File: config.mk
export PLATFORM = sky130hd
export DESIGN_NAME = word_buffer
export DESIGN_NICKNAME = d
export VERILOG_FILES = /design/src/rtl/word_buffer.sv
export SDC_FILE = /design/constraint.sdc
export NUM_CORES = 1
export LEC_CHECK = 0
export CAP_MARGIN = 30
export CORE_MARGIN = 2
export CORE_UTILIZATION = 61
export CTS_CLUSTER_DIAMETER = 200
export DETAILED_ROUTE_END_ITERATION = 8
export PLACE_DENSITY_LB_ADDON = 0.05
export SLEW_MARGIN = 15
export SYNTH_ARGS = -nofsm -noshare
export SYNTH_HDL_FRONTEND = slang
export SYNTH_SLANG_ARGS = --single-unit
File: constraint.sdc
create_clock -name i_clk -period 54.7 [get_ports i_clk]
set_input_delay 10.94 -clock i_clk [delete_from_list [all_inputs] [get_ports i_clk]]
set_output_delay 10.94 -clock i_clk [all_outputs]
set_load 0.005 [all_outputs]
File: src/rtl/word_buffer.sv
// word_buffer: working store of gesture pattern codes with a frame-synchronous
// display copy.
//
// Words are appended with a valid/ready handshake. Backspace removes the last
// word, and clear erases everything. The display registers are loaded from the
// working store only on i_frame_start, so a frame never shows a half-updated
// buffer.
//
// Optional feature: define WORD_BUFFER_SCROLL_EN to accept writes when the
// buffer is full. The oldest word is then discarded, the rest shift down, and
// the new word lands in the last entry.
//
// Ports
//   i_clk, i_rst      clock, asynchronous active-high reset
//   i_valid, i_code   producer handshake and the code to append
//   o_ready           buffer accepts i_code this cycle (combinational)
//   i_bksp, i_clear   single-cycle edit pulses
//   i_frame_start     display timing pulse; the display loads on this edge
//   o_word_cnt        displayed word count
//   o_pattern_num     displayed codes, entry k at [CODE_W*k +: CODE_W]
//   o_full, o_empty   working-count status
//
// state    | meaning
// S_ACCEPT | normal operation: append / backspace / clear request
// S_CLEAR  | zeroing one working entry per cycle, inputs ignored
module word_buffer #(
  parameter int DEPTH  = 32,
  parameter int CODE_W = 8
) (
  input  logic                      i_clk,
  input  logic                      i_rst,
  input  logic                      i_valid,
  input  logic [CODE_W-1:0]         i_code,
  output logic                      o_ready,
  input  logic                      i_bksp,
  input  logic                      i_clear,
  input  logic                      i_frame_start,
  output logic [5:0]                o_word_cnt,
  output logic [DEPTH*CODE_W-1:0]   o_pattern_num,
  output logic                      o_full,
  output logic                      o_empty
);

  localparam int               IDX_W    = (DEPTH > 1) ? $clog2(DEPTH) : 1;
  localparam logic [5:0]       DEPTH_C  = 6'(DEPTH);
  localparam logic [IDX_W-1:0] LAST_IDX = IDX_W'(DEPTH - 1);

  typedef enum logic {S_ACCEPT, S_CLEAR} state_t;

  state_t            state_q;
  logic [5:0]        count_q;
  logic [5:0]        disp_cnt_q;
  logic [IDX_W-1:0]  clr_idx_q;
  logic [CODE_W-1:0] mem_q  [DEPTH];
  logic [CODE_W-1:0] disp_q [DEPTH];

  logic              full;
  logic              empty;
  logic              can_take;
  logic              xfer;
  logic [5:0]        cnt_dec;
  logic [IDX_W-1:0]  wr_idx;
  logic [IDX_W-1:0]  bk_idx;

  assign full  = (count_q == DEPTH_C);
  assign empty = (count_q == 6'd0);

`ifdef WORD_BUFFER_SCROLL_EN
  assign can_take = 1'b1;
`else
  assign can_take = !full;
`endif

  // Clear and backspace win arbitration. Dropping ready here tells the
  // producer its word was not taken, so it keeps holding it.
  assign o_ready = (state_q == S_ACCEPT) && can_take && !i_clear && !i_bksp;
  assign xfer    = i_valid && o_ready;

  assign cnt_dec = count_q - 6'd1;
  assign wr_idx  = count_q[IDX_W-1:0];
  assign bk_idx  = cnt_dec[IDX_W-1:0];

  always_ff @(posedge i_clk or posedge i_rst) begin
    if (i_rst) begin
      state_q    <= S_ACCEPT;
      count_q    <= 6'd0;
      disp_cnt_q <= 6'd0;
      clr_idx_q  <= '0;
      for (int k = 0; k < DEPTH; k++) begin
        mem_q[k]  <= '0;
        disp_q[k] <= '0;
      end
    end else begin
      // The display samples pre-edge working values, so edits made on this
      // same edge show up at the next frame.
      if (i_frame_start) begin
        disp_cnt_q <= count_q;
        for (int k = 0; k < DEPTH; k++) disp_q[k] <= mem_q[k];
      end

      case (state_q)
        S_ACCEPT: begin
          if (i_clear) begin
            count_q   <= 6'd0;
            clr_idx_q <= '0;
            state_q   <= S_CLEAR;
          end else if (i_bksp) begin
            if (!empty) begin
              mem_q[bk_idx] <= '0;
              count_q       <= cnt_dec;
            end
          end else if (xfer) begin
            if (!full) begin
              mem_q[wr_idx] <= i_code;
              count_q       <= count_q + 6'd1;
            end
`ifdef WORD_BUFFER_SCROLL_EN
            else begin
              for (int k = 0; k < DEPTH - 1; k++) mem_q[k] <= mem_q[k+1];
              mem_q[DEPTH-1] <= i_code;
            end
`endif
          end
        end
        S_CLEAR: begin
          mem_q[clr_idx_q] <= '0;
          if (clr_idx_q == LAST_IDX) begin
            clr_idx_q <= '0;
            state_q   <= S_ACCEPT;
          end else begin
            clr_idx_q <= clr_idx_q + IDX_W'(1);
          end
        end
        default: state_q <= S_ACCEPT;
      endcase
    end
  end

  for (genvar k = 0; k < DEPTH; k++) begin : g_pack
    assign o_pattern_num[CODE_W*k +: CODE_W] = disp_q[k];
  end

  assign o_word_cnt = disp_cnt_q;
  assign o_full     = full;
  assign o_empty    = empty;

endmodule

**Clock routing**

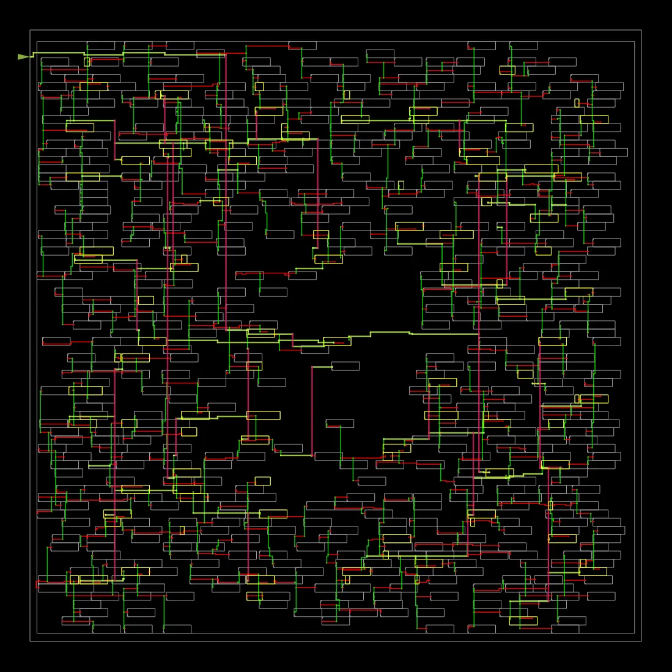
clock sinks: 530
number of buffers created by CTS: 53
clock-net power: 0.397 mW

**Logic cells by family**

Bar = 50 microns.
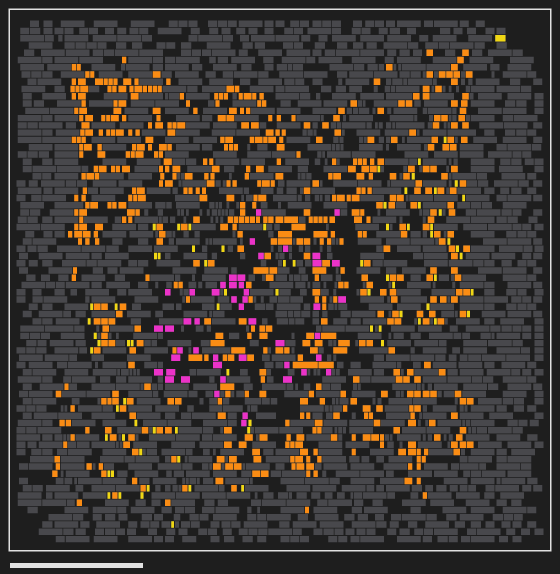
| colour | family | cells |
|---|---|---|
| magenta | AND and OR gates | 48 |
| orange | inverting AOI/OAI gates | 583 |
| yellow | inverters | 76 |
most numerous logic cell after layout: sky130_fd_sc_hd__dfrtp_1
fraction of area in multi-input gates: 0.3364
non-filler instance count after layout: 2862

**PDN straps and rails**

Pins as bars on the die edge. Tap cells in grey.
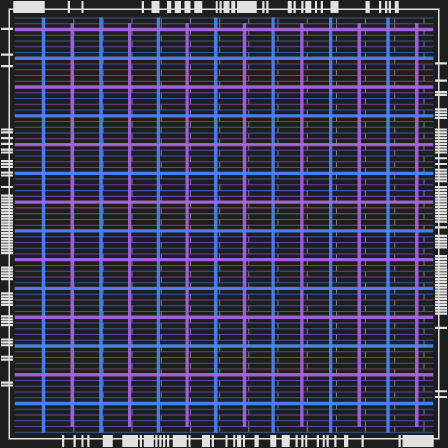
| colour | net |
|---|---|
| blue | VSS |
| purple | VDD |
rows: 72
signal pins: 279
met1 rails: 73
IR drop worst, VDD: 0.02871 mV
total core area: 38740 sq um
Horiz. Die Dim: 202.4 microns
overall die height: 202.4 microns

==> run notes <==
As reported, the later end of the worst-skew pair has a clock insertion delay of 0.61 ns. The setup path with the least slack is of type in2out. The pin closest to its max-slew limit shows a slew of 1.083 ns. The first detailed-routing pass took 5 iterations. The post-detailed-placement half-perimeter wirelength was 46300 microns. For the leakage dissipation, the log shows 13.07 nW. The run gives 2077 for the number of cells in Yosys stat. The run gives 0.1251 for the fraction of synthesized area in multiplexers. The run gives 0.411 as the relative contribution of sequential cells to total power. Summing over the stages, the warning tally comes to 39. The sequential-to-total area share from yosys stat came out at 0.5526. For the net count after synthesis, the log shows 2103. Traced cell by cell, the critical path runs through clkdlybuf4s50_1 > buf_4 > or2_0 > nor3_1 > clkdlybuf4s50_1.

For the storage element area, the log shows 13260 sq um. The register bit count reported by yosys came out at 530. With the area share of and/or/nand/nor cells after synthesis at 0.08451, the summed instance area of the synthesized netlist is 24000 sq um.

Note that the worst hold path type here is reg2reg. The number of flops mapped to enable cells by yosys was 0; the post-synthesis cell type count was 78. Per the CTS log, the root buffer master is sky130_fd_sc_hd__clkbuf_16.

With the global-route usage over all layers at 0.3407, the longest individual stage delay on the worst path is 0.53 ns. The run gives 0.001095 for the post-synthesis share of cell area spent on xor and xnor gates. With the aoi/oai-family share of the synthesized area at 0.1908, the largest net degree at the start of global routing is 131.

The remaining max-slew budget at the tightest pin came out at 0.2756. The die area is 40950 sq um, and the final estimated routing congestion in global placement is 0.9205. The run gives 2 for the number of H-tree levels. Tally of buffers added on design ports: 278. The run gives 12.58 ns for the data arrival time of the critical path. With the buffer count from post-CTS setup fixing at 0, the maximum fanout along the worst path is 20. With the count of standard-cell rows at 72, the area share of fa/ha/maj cells after synthesis is 0.006256. The remaining number of nets flagged by the antenna check after routing was 0. The switching part of the total was 0.3226. The flow reported a cell area power density of 40.75 nW/um^2. Area figure in the yosys stat output: 24000 sq um. The initial antenna violation count is 0. The cell depth of the worst min-delay path works out to 1. The maximum clock insertion buffer count came out at 3. After synthesis, the cell types taking the most area are sky130_fd_sc_hd__dfrtp_1, sky130_fd_sc_hd__mux2_2, sky130_fd_sc_hd__o211ai_1. After filler insertion, the fill cell instance count of the layout stands at 2616.

The final global-route overflow total was 0. The run finished with clean final reports.
-- registers in the layout, summed over array words and instances (netlist names) --
signal,cells
mem_q,256
o_pattern_num,256
count_q,6
o_word_cnt,6
clr_idx_q,5
state_q,1
-- per-stage QoR --
step	instances	hold slack [ns]	utilization	worst slack (ns)	power, mW
floorplan	2077	0.4603	-	28.95	0.6570
global placement	2751	0.4766	0.6977	31.19	0.7720
detailed placement	2757	0.4786	0.6999	31.19	0.7858
CTS	2857	0.4994	0.7497	31.18	1.182
global route	2862	0.5211	0.7516	31.10	1.230
finish	2862	0.4965	0.7516	31.18	1.186
-- cell usage after synthesis (all sizes together) (7+ instances only) --
master and count:
nor2b 19, o221ai 7, a21oi 206, a22o 43, nand2 165, or4b 10, and2 9, a32oi 9
clkbuf 90, nor2 47, nand2b 14, o211ai 190, mux2 264, a221oi 93, nand3 55, o22ai 11
o21ai 15, ha 12, nand4 24, buf 65, o2111ai 10, dfrtp 530, inv 73, nor3 12
and3 7, a31oi 23
-- metal layers --
layer  wire, microns  up-vias  track usage
li1                -     8254            -
met1           28800     9799       0.4955
met4            2543        0       0.1340
met5               0        -            0
met3            6258      198      0.05272
met2           32440     1171       0.5201
-- power by group through the flow --
| stage | clock [mW] | sequential [mW] | combinational (mW) |
|---|---|---|---|
| 2_1_floorplan | 0 | 0.478 | 0.179 |
| 3_3_place_gp | 0 | 0.489 | 0.283 |
| 3_5_place_dp | 0 | 0.492 | 0.294 |
| 4_1_cts | 0.401 | 0.486 | 0.296 |
| 5_1_grt | 0.416 | 0.492 | 0.321 |
| 6_report | 0.397 | 0.487 | 0.302 |
-- cell type report --
class | count | area share
clock buffers | 77 | 0.05492
repair buffers | 322 | 0.1096
inverters | 76 | 0.01006
well taps | 518 | 0.02226
clock inverters | 23 | 0.01126
multi-input cells | 1316 | 0.3364
flip-flops and latches | 530 | 0.4555
-- logic make-up (layout without fill, tap and decap cells) --
kind of cell    count (synthesis)  after routing
xor+xnor                        3              3
buf+inv                       231            498
fa+ha+maj                      12             12
compound gates                640            640
mux                           267            267
flops                         530            530
simple gates                  394            394
-- worst max-delay path, delay by kind of cell --
| family | cells | cell delay [ns] |
|---|---|---|
| buf+inv | 3 | 1.14 |
| simple gates | 2 | 0.49 |
-- path summary, 6_finish.rpt --
kind,start,end,slack [ns]
worst max-delay path,i_clear,o_ready,31.18
worst min-delay path,mem_q[22],mem_q[22],0.50
worst max register to register,count_q[0],mem_q[195],50.26
worst min register to register,mem_q[22],mem_q[22],0.50
max in group asynchronous,i_rst,mem_q[92],41.01
min in group asynchronous,i_rst,o_pattern_num[118],10.91
Power and IR drop assume default switching activity.
